## config.mk

```make
export PLATFORM = sky130hd
export DESIGN_NAME = id_queue
export DESIGN_NICKNAME = d
export VERILOG_FILES = /design/src/rtl/id_queue.sv
export SDC_FILE = /design/constraint.sdc
export NUM_CORES = 1
export LEC_CHECK = 0
export ABC_CLOCK_PERIOD_IN_PS = 3200
export CAP_MARGIN = 10
export CORE_MARGIN = 2
export CORE_UTILIZATION = 51
export DETAILED_ROUTE_END_ITERATION = 12
export GPL_ROUTABILITY_DRIVEN = 1
export PLACE_DENSITY_LB_ADDON = 0.25
export SKIP_CTS_REPAIR_TIMING = 1
export SLEW_MARGIN = 0
export SYNTH_ARGS = -nofsm -noshare
export SYNTH_HDL_FRONTEND = slang
export SYNTH_SLANG_ARGS = --single-unit
export TNS_END_PERCENT = 30
```

## constraint.sdc

```tcl
create_clock -name clk_in -period 3.2 [get_ports clk_in]
set_input_delay 0.8 -clock clk_in [delete_from_list [all_inputs] [get_ports clk_in]]
set_output_delay 0.8 -clock clk_in [all_outputs]
set_load 0.05 [all_outputs]
```

## src/rtl/id_queue.sv

```systemverilog
//==============================================================================
// Module   : id_queue
// Summary  : Buffered RV32I decode stage. A DEPTH-entry FIFO holds fetched
//            {instr, pc} pairs. The head entry is decoded and registered into
//            a single output slot, with valid/ready handshakes on both sides.
//            flush_in drops all queued and slotted work.
// Options  : ID_RV32M_EN - decode the RV32M multiply/divide group
// Revision : 1.0 - initial release
//==============================================================================
`default_nettype none

`ifndef ID_QUEUE_CONFIG_VH
`define ID_QUEUE_CONFIG_VH
`define InstrWidth   32
`define AddrWidth    32
`define InstrIdWidth 6
`define RegIdxWidth  5
`define ZERO   6'd0
`define LUI    6'd1
`define AUIPC  6'd2
`define JAL    6'd3
`define JALR   6'd4
`define BEQ    6'd5
`define BNE    6'd6
`define BLT    6'd7
`define BGE    6'd8
`define BLTU   6'd9
`define BGEU   6'd10
`define LB     6'd11
`define LH     6'd12
`define LW     6'd13
`define LBU    6'd14
`define LHU    6'd15
`define SB     6'd16
`define SH     6'd17
`define SW     6'd18
`define ADDI   6'd19
`define SLTI   6'd20
`define SLTIU  6'd21
`define XORI   6'd22
`define ORI    6'd23
`define ANDI   6'd24
`define SLLI   6'd25
`define SRLI   6'd26
`define SRAI   6'd27
`define ADD    6'd28
`define SUB    6'd29
`define SLL    6'd30
`define SLT    6'd31
`define SLTU   6'd32
`define XOR    6'd33
`define SRL    6'd34
`define SRA    6'd35
`define OR     6'd36
`define AND    6'd37
`define MUL    6'd38
`define MULH   6'd39
`define MULHSU 6'd40
`define MULHU  6'd41
`define DIV    6'd42
`define DIVU   6'd43
`define REM    6'd44
`define REMU   6'd45
`endif

module id_queue #(
  parameter int DEPTH     = 4,
  parameter int IMM_WIDTH = 32
) (
  input  logic                      clk_in,
  input  logic                      rst_in,
  input  logic                      flush_in,
  input  logic                      if_valid_in,
  output logic                      if_ready_out,
  input  logic [`InstrWidth-1:0]    instr_in,
  input  logic [`AddrWidth-1:0]     pc_in,
  output logic                      id_valid_out,
  input  logic                      dispatch_ready_in,
  output logic [`InstrIdWidth-1:0]  instr_id_out,
  output logic [IMM_WIDTH-1:0]      imm_out,
  output logic [`RegIdxWidth-1:0]   rs1_out,
  output logic [`RegIdxWidth-1:0]   rs2_out,
  output logic [`RegIdxWidth-1:0]   rd_out,
  output logic [`AddrWidth-1:0]     pc_out,
  output logic                      illegal_out
);

  localparam int             c_ptr_w = $clog2(DEPTH);
  localparam int             c_cnt_w = $clog2(DEPTH + 1);
  localparam logic [c_cnt_w-1:0] c_full = c_cnt_w'(DEPTH);

  logic [`InstrWidth-1:0]   r_mem_instr [DEPTH];
  logic [`AddrWidth-1:0]    r_mem_pc    [DEPTH];
  logic [c_ptr_w-1:0]       r_head, r_tail;
  logic [c_cnt_w-1:0]       r_count;
  logic                     r_valid;
  logic [`InstrIdWidth-1:0] r_id;
  logic [IMM_WIDTH-1:0]     r_imm;
  logic [`RegIdxWidth-1:0]  r_rs1, r_rs2, r_rd;
  logic [`AddrWidth-1:0]    r_pc;
  logic                     r_illegal;

  logic                     w_enq, w_deq;
  logic [`InstrWidth-1:0]   w_instr;
  logic [2:0]               w_f3;
  logic [6:0]               w_f7;
  logic [`InstrIdWidth-1:0] w_id;
  logic [31:0]              w_imm32;
  logic [IMM_WIDTH-1:0]     w_imm;
  logic [`RegIdxWidth-1:0]  w_rs1, w_rs2, w_rd;
  logic                     w_bad;

  // Ready depends only on the registered count: a same-cycle dequeue gives no credit.
  assign if_ready_out = (r_count != c_full);
  assign w_enq = if_valid_in & if_ready_out & ~flush_in;
  assign w_deq = (r_count != '0) & (~r_valid | dispatch_ready_in) & ~flush_in;

  assign w_instr = r_mem_instr[r_head];
  assign w_f3    = w_instr[14:12];
  assign w_f7    = w_instr[31:25];

  // FIFO storage write; contents are don't-care until counted in.
  always_ff @(posedge clk_in) begin
    if (w_enq) begin
      r_mem_instr[r_tail] <= instr_in;
      r_mem_pc[r_tail]    <= pc_in;
    end
  end

  // Pointer and occupancy bookkeeping; flush empties the queue.
  always_ff @(posedge clk_in or negedge rst_in) begin
    if (!rst_in) begin
      r_head  <= '0;
      r_tail  <= '0;
      r_count <= '0;
    end else if (flush_in) begin
      r_head  <= '0;
      r_tail  <= '0;
      r_count <= '0;
    end else begin
      if (w_enq) r_tail <= r_tail + c_ptr_w'(1);
      if (w_deq) r_head <= r_head + c_ptr_w'(1);
      case ({w_enq, w_deq})
        2'b10:   r_count <= r_count + c_cnt_w'(1);
        2'b01:   r_count <= r_count - c_cnt_w'(1);
        default: r_count <= r_count;
      endcase
    end
  end

  // Decode of the FIFO head entry; illegal encodings collapse to ZERO with imm 0.
  always_comb begin
    w_id    = `ZERO;
    w_imm32 = '0;
    w_rs1   = '0;
    w_rs2   = '0;
    w_rd    = '0;
    w_bad   = 1'b0;
    if (w_instr[1:0] != 2'b11) begin
      w_bad = 1'b1;
    end else begin
      case (w_instr[6:0])
        7'b0110111, 7'b0010111: begin
          w_id    = (w_instr[5]) ? `LUI : `AUIPC;
          w_imm32 = {w_instr[31:12], 12'b0};
          w_rd    = w_instr[11:7];
        end
        7'b1101111: begin
          w_id    = `JAL;
          w_imm32 = {{11{w_instr[31]}}, w_instr[31], w_instr[19:12], w_instr[20], w_instr[30:21], 1'b0};
          w_rd    = w_instr[11:7];
        end
        7'b1100111: begin
          w_id    = `JALR;
          w_bad   = (w_f3 != 3'b000);
          w_imm32 = {{20{w_instr[31]}}, w_instr[31:20]};
          w_rs1   = w_instr[19:15];
          w_rd    = w_instr[11:7];
        end
        7'b1100011: begin
          w_imm32 = {{19{w_instr[31]}}, w_instr[31], w_instr[7], w_instr[30:25], w_instr[11:8], 1'b0};
          w_rs1   = w_instr[19:15];
          w_rs2   = w_instr[24:20];
          case (w_f3)
            3'b000:  w_id = `BEQ;
            3'b001:  w_id = `BNE;
            3'b100:  w_id = `BLT;
            3'b101:  w_id = `BGE;
            3'b110:  w_id = `BLTU;
            3'b111:  w_id = `BGEU;
            default: w_bad = 1'b1;
          endcase
        end
        7'b0000011: begin
          w_imm32 = {{20{w_instr[31]}}, w_instr[31:20]};
          w_rs1   = w_instr[19:15];
          w_rd    = w_instr[11:7];
          case (w_f3)
            3'b000:  w_id = `LB;
            3'b001:  w_id = `LH;
            3'b010:  w_id = `LW;
            3'b100:  w_id = `LBU;
            3'b101:  w_id = `LHU;
            default: w_bad = 1'b1;
          endcase
        end
        7'b0100011: begin
          w_imm32 = {{20{w_instr[31]}}, w_instr[31:25], w_instr[11:7]};
          w_rs1   = w_instr[19:15];
          w_rs2   = w_instr[24:20];
          case (w_f3)
            3'b000:  w_id = `SB;
            3'b001:  w_id = `SH;
            3'b010:  w_id = `SW;
            default: w_bad = 1'b1;
          endcase
        end
        7'b0010011: begin
          w_imm32 = {{20{w_instr[31]}}, w_instr[31:20]};
          w_rs1   = w_instr[19:15];
          w_rd    = w_instr[11:7];
          case (w_f3)
            3'b000: w_id = `ADDI;
            3'b010: w_id = `SLTI;
            3'b011: w_id = `SLTIU;
            3'b100: w_id = `XORI;
            3'b110: w_id = `ORI;
            3'b111: w_id = `ANDI;
            3'b001: begin
              // Shift amount is zero-extended; instr[25] set would be a 64-bit shamt.
              w_imm32 = {27'b0, w_instr[24:20]};
              w_id    = `SLLI;
              w_bad   = (w_f7 != 7'b0000000);
            end
            3'b101: begin
              w_imm32 = {27'b0, w_instr[24:20]};
              if (w_f7 == 7'b0000000)      w_id  = `SRLI;
              else if (w_f7 == 7'b0100000) w_id  = `SRAI;
              else                         w_bad = 1'b1;
            end
          endcase
        end
        7'b0110011: begin
          w_rs1 = w_instr[19:15];
          w_rs2 = w_instr[24:20];
          w_rd  = w_instr[11:7];
          case (w_f7)
            7'b0000000: begin
              case (w_f3)
                3'b000: w_id = `ADD;
                3'b001: w_id = `SLL;
                3'b010: w_id = `SLT;
                3'b011: w_id = `SLTU;
                3'b100: w_id = `XOR;
                3'b101: w_id = `SRL;
                3'b110: w_id = `OR;
                3'b111: w_id = `AND;
              endcase
            end
            7'b0100000: begin
              if (w_f3 == 3'b000)      w_id  = `SUB;
              else if (w_f3 == 3'b101) w_id  = `SRA;
              else                     w_bad = 1'b1;
            end
`ifdef ID_RV32M_EN
            7'b0000001: begin
              case (w_f3)
                3'b000: w_id = `MUL;
                3'b001: w_id = `MULH;
                3'b010: w_id = `MULHSU;
                3'b011: w_id = `MULHU;
                3'b100: w_id = `DIV;
                3'b101: w_id = `DIVU;
                3'b110: w_id = `REM;
                3'b111: w_id = `REMU;
              endcase
            end
`endif
            default: w_bad = 1'b1;
          endcase
        end
        default: w_bad = 1'b1;
      endcase
    end
    if (w_bad) begin
      w_id    = `ZERO;
      w_imm32 = '0;
      w_rs1   = '0;
      w_rs2   = '0;
      w_rd    = '0;
    end
  end

  // Fit the 32-bit immediate to IMM_WIDTH, sign-extending when wider.
  generate
    if (IMM_WIDTH > 32) begin : g_imm_wide
      assign w_imm = {{(IMM_WIDTH-32){w_imm32[31]}}, w_imm32};
    end else begin : g_imm_narrow
      assign w_imm = w_imm32[IMM_WIDTH-1:0];
    end
  endgenerate

  // Output slot: loads the decoded head, holds under backpressure, empties on consume.
  always_ff @(posedge clk_in or negedge rst_in) begin
    if (!rst_in) begin
      r_valid   <= 1'b0;
      r_id      <= '0;
      r_imm     <= '0;
      r_rs1     <= '0;
      r_rs2     <= '0;
      r_rd      <= '0;
      r_pc      <= '0;
      r_illegal <= 1'b0;
    end else if (flush_in) begin
      r_valid <= 1'b0;
    end else if (w_deq) begin
      r_valid   <= 1'b1;
      r_id      <= w_id;
      r_imm     <= w_imm;
      r_rs1     <= w_rs1;
      r_rs2     <= w_rs2;
      r_rd      <= w_rd;
      r_pc      <= r_mem_pc[r_head];
      r_illegal <= w_bad;
    end else if (dispatch_ready_in) begin
      r_valid <= 1'b0;
    end
  end

  assign id_valid_out = r_valid;
  assign instr_id_out = r_id;
  assign imm_out      = r_imm;
  assign rs1_out      = r_rs1;
  assign rs2_out      = r_rs2;
  assign rd_out       = r_rd;
  assign pc_out       = r_pc;
  assign illegal_out  = r_illegal;

endmodule

`default_nettype wire
```

==> notes.md <==
run metrics: status=finished, final reports clean, Core Area=0.0271 mm2, crit path DAT=3500 ps, P&R area growth vs syn=24.6%, synth cell count leaders=edfxtp_1 (256), dfrtp_1 (94), mux4_2 (59), nand2_1 (41), mux2_2 (32), share of cells above drive strength 1=21.8%, Remaining DRCs=0, Post-Route WL=30900 um, met3 usage=5.07%, # placed instances=1332, number of logic gates=391, first drt pass iteration count=5, first-pass GRT wire length=47400 um, routed len/inst=22.1 um, TritonCTS clock tree=yes, vias per inst=5.74, Req. time, crit path=3650 ps, final setup TNS=0 ps, Synth logic family=multiplexers, largest fanout on the critical path=11, met1 global-route usage=28.7%, busiest metal layer after global routing=met2, Net Count, Synth=881, Critical Path Slowest Stage Cell=or4b_4, Unique cell types=72, CP endpoint kind=flop, row cnt=60, Yosys reg bits=350, Top Ports=157, combinational share of cell area=21.9%, initial DRC count=593, Clock buf/inv share=6.46%, invs w/o clock=10, MUX area fraction=13.1%, CP cell instances=mux4_2, inv_1, ha_2, nor3_1, or2_1, a311o_1, or4b_4, a22oi_2, top-count cell post-synth=edfxtp_1, Comb area=0.00387 mm2, antenna violations before repair=0, vias in the first global route=8291, met1 WL=13200 um, clk pwr=0.00403 W, Setup Viol. Count Final=0, Min-Delay Path Class=in2async, routed wl met2=15200 um, Pwr Total=0.0141 W, worst vdd ir=552 uV, clock root cell=clkbuf_16, Pre-Place Util=52.2%, AND/OR/NAND/NOR Cells, Area Fraction=5.61%, yosys stat area=0.0142 mm2, slew of the pin with the lowest slew margin=565 ps, final cell count without fillers=1399, Chip Area=0.0291 mm2, Logic pwr share=31.9%, flip-flops with a built-in enable=256, Max-Cap Viols=0, final hold viol count=0, Crit. Startpoint=r_head[0], synth top area cells=edfxtp_1 (54%), dfrtp_1 (17%), mux4_2 (9.4%), Pins Over Slew Limit=0, maximum buffer depth of the clock tree=3, Clock Sinks=350, Commonest Layout Cell=edfxtp_1, Die Ht=171 um, relative slew slack=62.2%, Final Util=65.1%, Post-DP Area=0.0165 mm2, Post-Syn Area=0.0142 mm2, net switching fraction of the power=32.6%, Filler cells=1977, Pwr top=registers, top cell category=sequential cells, Yosys top cell by area=edfxtp_1, Seq/Total Area, Yosys=70.9%, Die W=171 um, Synth Area in XOR/XNOR=0.433%, RSZ-0062 raised after global routing=no, Crit Path Category=reg2reg, NonClk Buf Share=11.8%, top sig layer=met4, Non-CTS buffers=209, seq pwr=0.00560 W, gr usage total=21.6%, Hold Slack=243 ps, cells in synth_stat.txt=801, CP Depth=8, largest net degree at the start of global routing=63, largest registers=r_mem_instr: 128 flops, r_mem_pc: 128 flops, Pwr Density=802 mW/mm2, Top delay family on crit path=simple AND/OR/NAND/NOR gates, Num CTS Buffers=36, syn_area_per_cell=17.7 um2, top logic cells by instance count in the layout=edfxtp_1 (256), clkdlybuf4s50_1 (155), dfrtp_1 (92), mux4_2 (59), buf_4 (44), hpwl dp=20700 um, leak pwr=6.23 nW, Synth Instances=801, synth warn=0, yosys adder share=1.03%, Clk pwr share=28.5%, Final Critical Period=3050 ps, min setup slack post-route=151 ps, H-tree levels=2, met2 Resource Use GR=36.0%, post-route ant nets=0, Reg power frac=39.6%, Top cell area share=54.3%, metal3 WL=1970 um, Comb group=0.00451 W, tally of OpenROAD warnings=34, cells on worst reg2reg path=8, dpl ws=88.4 ps, Post-synth ARST share=26.9%
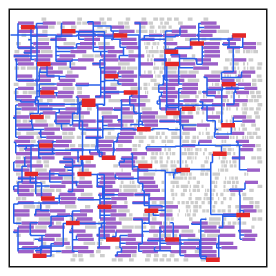
**Above:** clock network drawn from the DEF.
(1.5 px per um)
[clock-net drivers] red | count: 36
[clock wires] blue | length: 3870 um
[flip-flops] purple | count: 350
routed clock nets	37

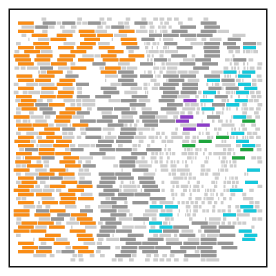
**Above:** sequential cells grouped by signal name.
(1.5 px per um)
signal	colour	sequential cells
imm_out	cyan	32
instr_id_out	green	6
rd_out	purple	5
r_mem_pc	orange	128
not coloured	179
Sequential cell area: 0.0100 mm2
flop share of the area: 56.9%

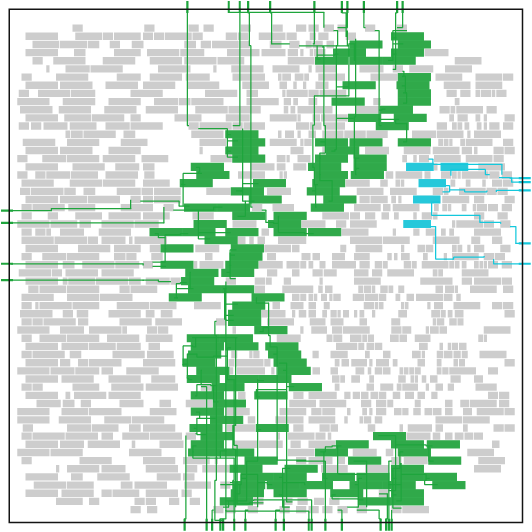
**Above:** nets reached from selected ports.
(3 px per um)
port	colour	bits	direction	end cells	wire
rs2_out	cyan	5	output	5	168 um
instr_in	green	32	input	128	2230 um

Power and IR drop assume default switching activity.
